**Run 1: clock routing**

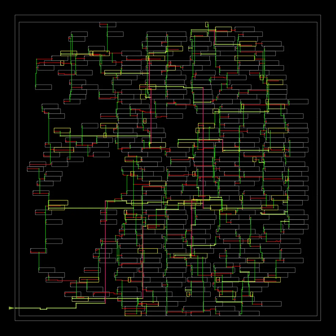
**Run 1: register map, names as in the netlist**

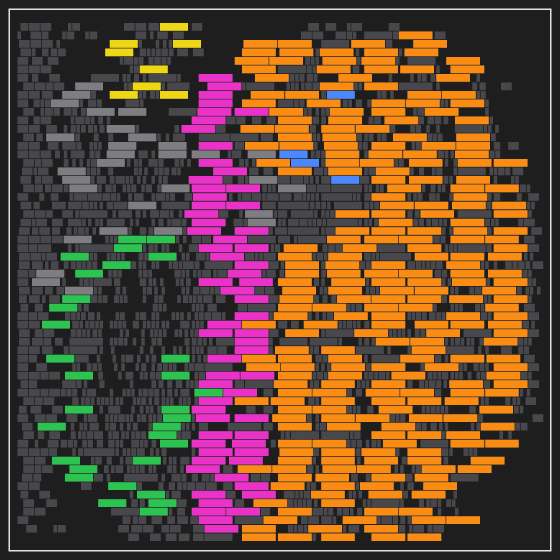
**Run 1: clock network drawn from the DEF**

Scale bar: 50 um.
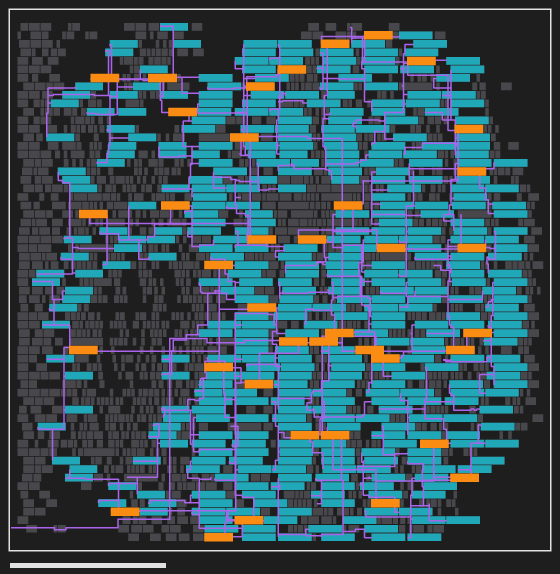
## config.mk

```make
export PLATFORM = sky130hd
export DESIGN_NAME = nonce_dispatch_multi
export DESIGN_NICKNAME = d
export VERILOG_FILES = /design/src/rtl/nonce_dispatch_multi_pkg.sv /design/src/rtl/golden_nonce_fifo.sv /design/src/rtl/nonce_dispatch_multi.sv
export SDC_FILE = /design/constraint.sdc
export NUM_CORES = 1
export LEC_CHECK = 0
export ABC_AREA = 1
export CORE_MARGIN = 2
export CORE_UTILIZATION = 61
export DETAILED_ROUTE_END_ITERATION = 12
export GPL_TIMING_DRIVEN = 0
export PLACE_DENSITY = 0.88
export SKIP_LAST_GASP = 1
export SLEW_MARGIN = 20
export SYNTH_ARGS = -nofsm -noshare
export SYNTH_HDL_FRONTEND = slang
export SYNTH_SLANG_ARGS = --single-unit
export TNS_END_PERCENT = 5
```

## constraint.sdc

```tcl
create_clock -name hash_clk -period 10.7 [get_ports hash_clk]
set_clock_uncertainty 0.15 [all_clocks]
set_input_delay 1.605 -clock hash_clk [delete_from_list [all_inputs] [get_ports hash_clk]]
set_output_delay 1.605 -clock hash_clk [all_outputs]
set_load 0.02 [all_outputs]
```

## src/rtl/nonce_dispatch_multi_pkg.sv

```systemverilog
// rtl/nonce_dispatch_multi_pkg.sv - state encoding and pipeline offset helper shared by the nonce dispatcher
package nonce_dispatch_multi_pkg;

  typedef enum logic [1:0] {
    ST_IDLE      = 2'd0,
    ST_RUN       = 2'd1,
    ST_DRAIN     = 2'd2,
    ST_EXHAUSTED = 2'd3
  } dispatch_state_t;

  // Steps between a nonce entering the hasher pair and its second-stage hash top being visible.
  function automatic logic [7:0] pipe_offset(input int loop_log2);
    return 8'((1 << (7 - loop_log2)) + 1);
  endfunction

endpackage

```

## src/rtl/golden_nonce_fifo.sv

```systemverilog
// rtl/golden_nonce_fifo.sv - 2^DEPTH_LOG2 x 32 synchronous FIFO holding golden nonces
module golden_nonce_fifo #(
  parameter int DEPTH_LOG2 = 3
) (
  input  logic        clk,
  input  logic        rst_n,
  input  logic        push,
  input  logic [31:0] push_data,
  input  logic        pop,
  output logic [31:0] pop_data,
  output logic        full,
  output logic        empty
);

  localparam int DEPTH = 1 << DEPTH_LOG2;
  localparam logic [DEPTH_LOG2:0] PTR_ONE = 1;

  logic [31:0]         mem [DEPTH];
  logic [DEPTH_LOG2:0] wr_ptr;
  logic [DEPTH_LOG2:0] rd_ptr;
  logic                do_push;
  logic                do_pop;

  assign empty    = (wr_ptr == rd_ptr);
  assign full     = (wr_ptr[DEPTH_LOG2] != rd_ptr[DEPTH_LOG2]) &&
                    (wr_ptr[DEPTH_LOG2-1:0] == rd_ptr[DEPTH_LOG2-1:0]);
  assign do_pop   = pop && !empty;
  // A push into a full FIFO is accepted when the head leaves in the same cycle.
  assign do_push  = push && (!full || do_pop);
  assign pop_data = mem[rd_ptr[DEPTH_LOG2-1:0]];

  always_ff @(posedge clk or negedge rst_n) begin
    if (!rst_n) begin
      wr_ptr <= '0;
      rd_ptr <= '0;
    end else begin
      if (do_push) wr_ptr <= wr_ptr + PTR_ONE;
      if (do_pop)  rd_ptr <= rd_ptr + PTR_ONE;
    end
  end

  always_ff @(posedge clk) begin
    if (do_push) mem[wr_ptr[DEPTH_LOG2-1:0]] <= push_data;
  end

endmodule

```

## src/rtl/nonce_dispatch_multi.sv

```systemverilog
// rtl/nonce_dispatch_multi.sv - N-lane miner control: round counter, lane nonces, golden ticket capture and hand-off
// Optional SHARE_TARGET_EN adds share_target and hits on top <= share_target instead of top == 0.
module nonce_dispatch_multi
  import nonce_dispatch_multi_pkg::*;
#(
  parameter int LOOP_LOG2 = 2,
  parameter int LANE_LOG2 = 1,
  parameter int FIFO_LOG2 = 3
) (
  input  logic                         hash_clk,
  input  logic                         reset_n,
  input  logic                         work_valid,
  output logic [5:0]                   cnt,
  output logic                         feedback,
  output logic [(1<<LANE_LOG2)*32-1:0] lane_nonce,
  input  logic [(1<<LANE_LOG2)*32-1:0] lane_hash_top,
`ifdef SHARE_TARGET_EN
  input  logic [31:0]                  share_target,
`endif
  output logic                         nonce_valid,
  input  logic                         nonce_ready,
  output logic [31:0]                  nonce_data,
  output logic                         hashing,
  output logic                         exhausted,
  output logic [7:0]                   drop_count
);

  localparam int                NUM_LANES = 1 << LANE_LOG2;
  localparam int                LOOP      = 1 << LOOP_LOG2;
  localparam int                BASE_W    = 32 - LANE_LOG2;
  localparam logic [7:0]        OFFSET    = pipe_offset(LOOP_LOG2);
  localparam logic [5:0]        CNT_MASK  = 6'(LOOP - 1);
  localparam logic [BASE_W-1:0] BASE_MAX  = '1;

  dispatch_state_t      state;
  dispatch_state_t      state_next;
  logic [5:0]           cnt_next;
  logic                 step;
  logic                 feedback_d1;
  logic                 hit_en;
  logic [BASE_W-1:0]    base;
  logic [BASE_W-1:0]    base_next;
  logic [7:0]           blank_cnt;
  logic [7:0]           drain_cnt;
  logic [NUM_LANES-1:0] hit_raw;
  logic [NUM_LANES-1:0] hit_q;
  logic [NUM_LANES-1:0] hold_full;
  logic [NUM_LANES-1:0] grant;
  logic [NUM_LANES-1:0] push_grant;
  logic [NUM_LANES-1:0] load_vec;
  logic [NUM_LANES-1:0] drop_vec;
  logic [31:0]          hold_val [NUM_LANES];
  logic [31:0]          push_data;
  logic                 fifo_full;
  logic                 fifo_empty;
  logic                 fifo_push;
  logic                 fifo_pop;
  logic                 can_push;
  logic [5:0]           drop_inc;
  logic [8:0]           drop_sum;

  assign cnt_next = (cnt + 6'd1) & CNT_MASK;
  assign step     = (cnt_next == 6'd0);
  assign hit_en   = hashing && (blank_cnt == 8'd0);

  always_ff @(posedge hash_clk or negedge reset_n) begin
    if (!reset_n) state <= ST_IDLE;
    else          state <= state_next;
  end

  always_comb begin
    state_next = state;
    base_next  = base;
    hashing    = 1'b0;
    exhausted  = 1'b0;
    case (state)
      ST_IDLE: base_next = '0;
      ST_RUN: begin
        hashing = 1'b1;
        if (step) begin
          base_next = base + BASE_W'(1);
          if (base == BASE_MAX) state_next = ST_DRAIN;
        end
      end
      ST_DRAIN: begin
        hashing = 1'b1;
        if (step) begin
          base_next = base + BASE_W'(1);
          if (drain_cnt == 8'd1) state_next = ST_EXHAUSTED;
        end
      end
      ST_EXHAUSTED: exhausted = 1'b1;
      default: state_next = ST_IDLE;
    endcase
    if (work_valid) begin
      state_next = ST_RUN;
      base_next  = '0;
    end
  end

  always_ff @(posedge hash_clk or negedge reset_n) begin
    if (!reset_n) begin
      cnt         <= '0;
      feedback    <= 1'b0;
      feedback_d1 <= 1'b0;
      base        <= '0;
      blank_cnt   <= '0;
      drain_cnt   <= '0;
      hit_q       <= '0;
    end else begin
      cnt         <= work_valid ? 6'd0 : cnt_next;
      feedback    <= !work_valid && (cnt_next != 6'd0);
      feedback_d1 <= feedback;
      base        <= base_next;
      hit_q       <= work_valid ? '0 : (hit_raw & {NUM_LANES{hit_en && !feedback_d1}});
      // Hashes seen during the first OFFSET steps still belong to the previous work.
      if (work_valid)                     blank_cnt <= OFFSET;
      else if (step && blank_cnt != 8'd0) blank_cnt <= blank_cnt - 8'd1;
      if (state == ST_RUN && state_next == ST_DRAIN) drain_cnt <= OFFSET;
      else if (state == ST_DRAIN && step)            drain_cnt <= drain_cnt - 8'd1;
    end
  end

  for (genvar i = 0; i < NUM_LANES; i++) begin : g_lane
    assign lane_nonce[32*i +: 32] = (32'(i) << BASE_W) | 32'(base);
`ifdef SHARE_TARGET_EN
    assign hit_raw[i] = (lane_hash_top[32*i +: 32] <= share_target);
`else
    assign hit_raw[i] = (lane_hash_top[32*i +: 32] == 32'd0);
`endif
  end

  // Lowest-index full hold owns the FIFO write port this cycle.
  always_comb begin
    grant     = '0;
    push_data = '0;
    for (int i = 0; i < NUM_LANES; i++) begin
      if (hold_full[i] && grant == '0) begin
        grant[i]  = 1'b1;
        push_data = hold_val[i];
      end
    end
  end

  assign fifo_pop   = nonce_valid && nonce_ready;
  assign can_push   = !fifo_full || fifo_pop;
  assign push_grant = can_push ? grant : '0;
  assign fifo_push  = |push_grant;
  assign load_vec   = work_valid ? '0 : (hit_q & (~hold_full | push_grant));
  assign drop_vec   = work_valid ? '0 : (hit_q & hold_full & ~push_grant);

  always_comb begin
    drop_inc = '0;
    for (int i = 0; i < NUM_LANES; i++) drop_inc = drop_inc + 6'(drop_vec[i]);
  end

  assign drop_sum = {1'b0, drop_count} + {3'b000, drop_inc};

  always_ff @(posedge hash_clk or negedge reset_n) begin
    if (!reset_n) begin
      hold_full  <= '0;
      drop_count <= '0;
    end else begin
      for (int i = 0; i < NUM_LANES; i++) begin
        if (load_vec[i])        hold_full[i] <= 1'b1;
        else if (push_grant[i]) hold_full[i] <= 1'b0;
      end
      drop_count <= drop_sum[8] ? 8'hFF : drop_sum[7:0];
    end
  end

  always_ff @(posedge hash_clk) begin
    for (int i = 0; i < NUM_LANES; i++) begin
      if (load_vec[i]) hold_val[i] <= lane_nonce[32*i +: 32] - 32'(OFFSET);
    end
  end

  golden_nonce_fifo #(
    .DEPTH_LOG2(FIFO_LOG2)
  ) u_fifo (
    .clk       (hash_clk),
    .rst_n     (reset_n),
    .push      (fifo_push),
    .push_data (push_data),
    .pop       (fifo_pop),
    .pop_data  (nonce_data),
    .full      (fifo_full),
    .empty     (fifo_empty)
  );

  assign nonce_valid = !fifo_empty;

endmodule
```

==> impl_report.txt, run 1 <==
==== FLOW RESULTS ====
----------------------------------------------------
[Global routing]
  Most congested layer reported by global routing ........................ met2
  Overall global routing resource usage ........................ 0.314
  Maximum number of pins on one net before global-route repair ........................ 57
  Number of antenna violations at the first check in global routing ........................ 0

[Setup path]
  Highest net fanout along the worst path ........................ 10
  Setup slack of the worst register-to-register path ........................ 7.03 ns
  Endpoint class of the critical path ........................ primary output

[Yosys]
  Adder Area Share ........................ 0.0120
  Netlist cell types ........................ 44
  Average cell area after synthesis ........................ 10.9 um2
  Total cell area reported by yosys after synthesis ........................ 17,400 um2
  Prevailing logic family in the synthesized netlist ........................ simple AND/OR/NAND/NOR gates
  Most numerous cell in the Yosys netlist ........................ sky130_fd_sc_hd__nor2_1
  Fraction of the mapped netlist area in simple logic gates ........................ 0.150
  AND-OR/OR-AND Cells, Area Fraction ........................ 0.0996
  Post-Syn Instances ........................ 1,594

[Pwr]
  Clock network fraction of total power ........................ 0.310
  Leakage power figure ........................ 8.28 nW
  Comb power frac ........................ 0.312
  Sequential Power Share ........................ 0.378
  Share of total power consumed by net switching ........................ 0.331
  Internal power consumption ........................ 2.95 mW

[Clocking]
  Setup fix buffers added after clock tree synthesis ........................ 0
  Number of hold buffers added after cts ........................ 0

[Timing]
  Headroom to the max-slew limit ........................ 0.433
  Minimum clock period ........................ 5.37 ns
  Unrepaired setup endpoints after global routing ........................ no

[Flow run]
  Count of tool warnings ........................ 33

[Route]
  Total wire length after detailed routing ........................ 46,900 um
  Vias per Instance ........................ 6.04
  Detail-routed net length per standard cell ........................ 21.0 um
  Residual antenna-violating net count after detailed routing ........................ 0
  Met3 WL post-DR ........................ 4780 um
  DRC Markers ........................ 0
  Total via count after detailed routing ........................ 13,500
  Met2 WL ........................ 23,700 um

[Floorplan]
  Vertical die dimension ........................ 173 um

[Run status]
  Run status ........................ completed

[Finish]
  Fill cell count ........................ 1,672
  Most used cells in the layout excluding fill and tap cells ........................ sky130_fd_sc_hd__nor2_1 (328), sky130_fd_sc_hd__edfxtp_1 (320), sky130_fd_sc_hd__clkdlybuf4s50_1 (174)

----------------------------------------------------
-- 'clock routing' (at the start) --
clock buffer count: 52
clock group power: 1.37 mW
Latency at later pin: 0.53 ns
number of sequential storage elements: 393

-- 'register map, names as in the netlist' (at the start) --
- blue: u_fifo.rd_ptr (sequential cells 4; where top middle)
- magenta: hold_val (sequential cells 64; where a column down the middle)
- green: base (sequential cells 31)
- yellow: drop_count (sequential cells 8; where top left)
- orange: u_fifo.mem (sequential cells 256)
- not coloured: 30

-- 'clock network drawn from the DEF' (at the start) --
- orange: clock-net drivers (count 38)
- cyan: flip-flops (count 393)
- purple: clock wires (length 4,070 um)
- routed clock nets: 39

[run 1: area by class of cell]
type	instances	area [um2]	share of cell area
flip-flops and latches	393	11400	0.540
multi-input cells	992	5040	0.238
repair buffers	188	2020	0.0953
clock buffers	52	1010	0.0478
plain buffers	108	566	0.0267
well taps	378	473	0.0223
inverters	105	397	0.0187
clock inverters	17	251	0.0119
[run 1: power groups by stage]
| stage | combinational [mW] | sequential [mW] | clock [mW] |
|---|---|---|---|
| after floorplan | 0.785 | 1.69 | 0 |
| after global routing | 1.47 | 1.66 | 1.43 |
| after CTS | 1.35 | 1.66 | 1.37 |
| after detailed placement | 1.32 | 1.69 | 0 |
| after global placement | 1.27 | 1.69 | 0 |
| final | 1.38 | 1.67 | 1.37 |
[run 1: metrics by stage]
step | util | cells | worst slack, ns | power (mW) | hold WS [ns]
after floorplan | - | 1598 | 5.83 | 2.47 | 0.307
after global placement | 0.701 | 2151 | 3.74 | 2.96 | 0.212
after detailed placement | 0.713 | 2164 | 6.04 | 3.02 | 0.241
after CTS | 0.759 | 2233 | 5.43 | 4.39 | 0.257
after global routing | 0.759 | 2233 | 5.30 | 4.57 | 0.276
final | 0.759 | 2233 | 5.33 | 4.41 | 0.257
[run 1: worst max-delay path, stage by stage, from the launching register on]
cell and delay [ns]:
sky130_fd_sc_hd__dfrtp_1 0.54, sky130_fd_sc_hd__inv_2 0.16, sky130_fd_sc_hd__buf_2 0.28, sky130_fd_sc_hd__clkbuf_1 0.50
sky130_fd_sc_hd__clkbuf_1 0.50, sky130_fd_sc_hd__o21ai_0 0.21, sky130_fd_sc_hd__a31oi_1 0.26, sky130_fd_sc_hd__clkdlybuf4s50_1 0.64
==> run 2, diff against run 1 <==
- CORE_UTILIZATION: 61 -> 57
- PLACE_DENSITY: 0.88 -> 0.83
- clock period: 10.7 -> 5.1 ns (I/O delays scaled with it)
**Run 2: sizing map**

Scale bar: 50 um.
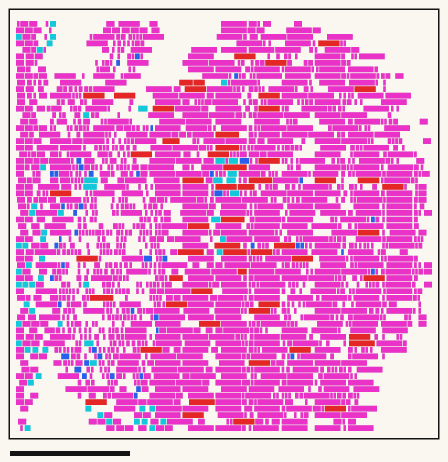
- blue: x2 (cells 45; share 2.4%)
- red: x6 and larger (cells 56; share 3.0%)
- cyan: x3 and x4 (cells 57; share 3.1%)
- magenta: x1 and smaller (cells 1,698; share 91%)

==> run 2 against run 1 <==
Global-route usage is 2.1 points lower. Sequential power is 110% higher. Clock-buffer cell count is 5 lower. First-iteration DRC count is 9.0% lower. Worst hold slack worse by 0.029 ns. Non-clock buffer count is 1 higher. Final area hardly changed. Routed wire length is 1.9% lower. Combinational power is 110% higher. Sequential cell count stayed put. Largest cell class unchanged.
==> impl_report.txt, run 2 <==
==== FLOW RESULTS ====
----------------------------------------------------
[Route]
  Total via count after detailed routing ........................ 13,300 (was 13,500)
  DRC Markers ........................ 0 (unchanged)

[Pwr]
  Sequential Power Share ........................ 0.380 (was 0.378)
  Leakage power figure ........................ 8.27 nW (was 8.28 nW)
  Internal power consumption ........................ 6.12 mW (was 2.95 mW)
  Clock network fraction of total power ........................ 0.307 (was 0.310)
  Power density over cell area ........................ 433 nW/um2 (was 208 nW/um2)
  Power, Total ........................ 9.19 mW (was 4.41 mW)
  Share of total power consumed by net switching ........................ 0.334 (was 0.331)

[Finish]
  Count of non-CTS buffers in the layout ........................ 297 (was 296)
  End-of-flow core utilization ........................ 0.712 (was 0.759)
  Number of inverters outside the clock class in the layout ........................ 105 (unchanged)
  Final Net Count ........................ 1,911 (was 1,910)
  Area of combinational cells with multiple inputs ........................ 5040 um2 (unchanged)
  Clock network area share ........................ 0.0591 (was 0.0597)
  Number of standard cells in the layout, taps in and fillers out ........................ 2,246 (was 2,233)
  Number of sequential storage elements ........................ 393 (unchanged)
  Final non-clock buffer share ........................ 0.122 (about the same)
  Combinational share of cell area ........................ 0.238 (about the same)
  Logic Gate Count ........................ 992 (unchanged)
  Sequential share of cell area ........................ 0.539 (was 0.540)

[Setup path]
  Highest net fanout along the worst path ........................ 10 (unchanged)
  Buf/Inv on CP ........................ 5 (unchanged)
  CP peak stage delay ........................ 0.64 ns (about the same)
  Crit path max-delay family ........................ buffers and inverters (unchanged)
  Critical path cell sequence ........................ inv_2 -> buf_2 -> clkbuf_1 -> clkbuf_1 -> o21ai_0 -> a31oi_1 -> clkdlybuf4s50_1 (unchanged)
  Endpoint class of the critical path ........................ primary output (unchanged)
  Most frequent cell on the critical path ........................ sky130_fd_sc_hd__clkbuf_1 (unchanged)

[Timing]
  Minimum clock period ........................ 4.53 ns
  Headroom to the max-slew limit ........................ 0.488 (was 0.433)
  Final WS setup ........................ 0.574 ns (was 5.33 ns)

[Placement]
  Placement-stage worst setup slack ........................ 1.27 ns (was 6.04 ns)
  Inst Count DP ........................ 2,176 (was 2,164)

[Global routing]
  Number of antenna violations at the first check in global routing ........................ 0 (unchanged)
  Maximum number of pins on one net before global-route repair ........................ 54 (was 57)

[Floorplan]
  Vertical die dimension ........................ 178 um (was 173 um)
  Number of well-tap cells placed ........................ 390 (was 378)

[Yosys]
  Total cell area reported by yosys after synthesis ........................ 17,400 um2 (unchanged)
  Netlist cell types ........................ 44 (unchanged)
  Most numerous cell in the Yosys netlist ........................ sky130_fd_sc_hd__nor2_1 (unchanged)

[Clocking]
  Number of hold buffers added after cts ........................ 1 (was 0)
  Latency at later pin ........................ 0.53 ns (about the same)

[Flow run]
  Count of tool warnings ........................ 33 (unchanged)

[Run status]
  Run status ........................ completed (unchanged)

----------------------------------------------------
## run 2: cell counts after synthesis
Identical to the previous run, type by type.
## run 2: routing by layer
layer | part of all wire | routed length [um] | track usage | vias to the layer above
met2 | 0.50 | 23100 | 0.509 | 887
met1 | 0.37 | 16800 | 0.368 | 6273
met5 | 0 | 0 | 0 | -
li1 | - | - | - | 5981
met3 | 0.094 | 4340 | 0.0407 | 138
met4 | 0.039 | 1790 | 0.126 | 0
## run 2: logic make-up after synthesis
logic type,after synthesis,share of synthesized area
AND-OR/OR-AND,297,0.0996
XOR/XNOR,45,0.0227
adder cells (fa/ha/maj),16,0.0120
buffers and inverters,213,0.0554
flip-flops,393,0.659
multiplexers,1,0.000649
other,2,0.000433
AND/OR/NAND/NOR,627,0.150
## run 2: worst paths after layout
path	from	slack, ns	to	cells past startpoint
min reg2reg	feedback	0.23	feedback_d1	0
max in group asynchronous	reset_n	3.71	hold_full[1]	3
min	feedback	0.23	feedback_d1	0
max	u_fifo.rd_ptr[0]	0.57	nonce_data[30]	7
max reg2reg	u_fifo.rd_ptr[0]	1.54	u_fifo.mem[6][10]	12
min in group asynchronous	reset_n	0.51	base[1]	2
## run 2: through the flow
| step | setup TNS, ns | cell area [um2] |
|---|---|---|
| 3_3_place_gp | -36.94 | 19600 |
| 5_1_grt | 0 | 21200 |
| 2_1_floorplan | 0 | 17400 |
| 6_report | 0 | 21200 |
| 4_1_cts | 0 | 21200 |
| 3_5_place_dp | 0 | 19900 |
## run 2: power groups by stage
stage,sequential [mW],clock (mW),combinational (mW)
2_1_floorplan,3.55,0,1.65
5_1_grt,3.49,2.94,3.07
4_1_cts,3.49,2.83,2.84
3_3_place_gp,3.55,0,2.68
6_report,3.49,2.82,2.87
3_5_place_dp,3.56,0,2.79
No activity file was given, so power comes from the tool's default toggle rates.
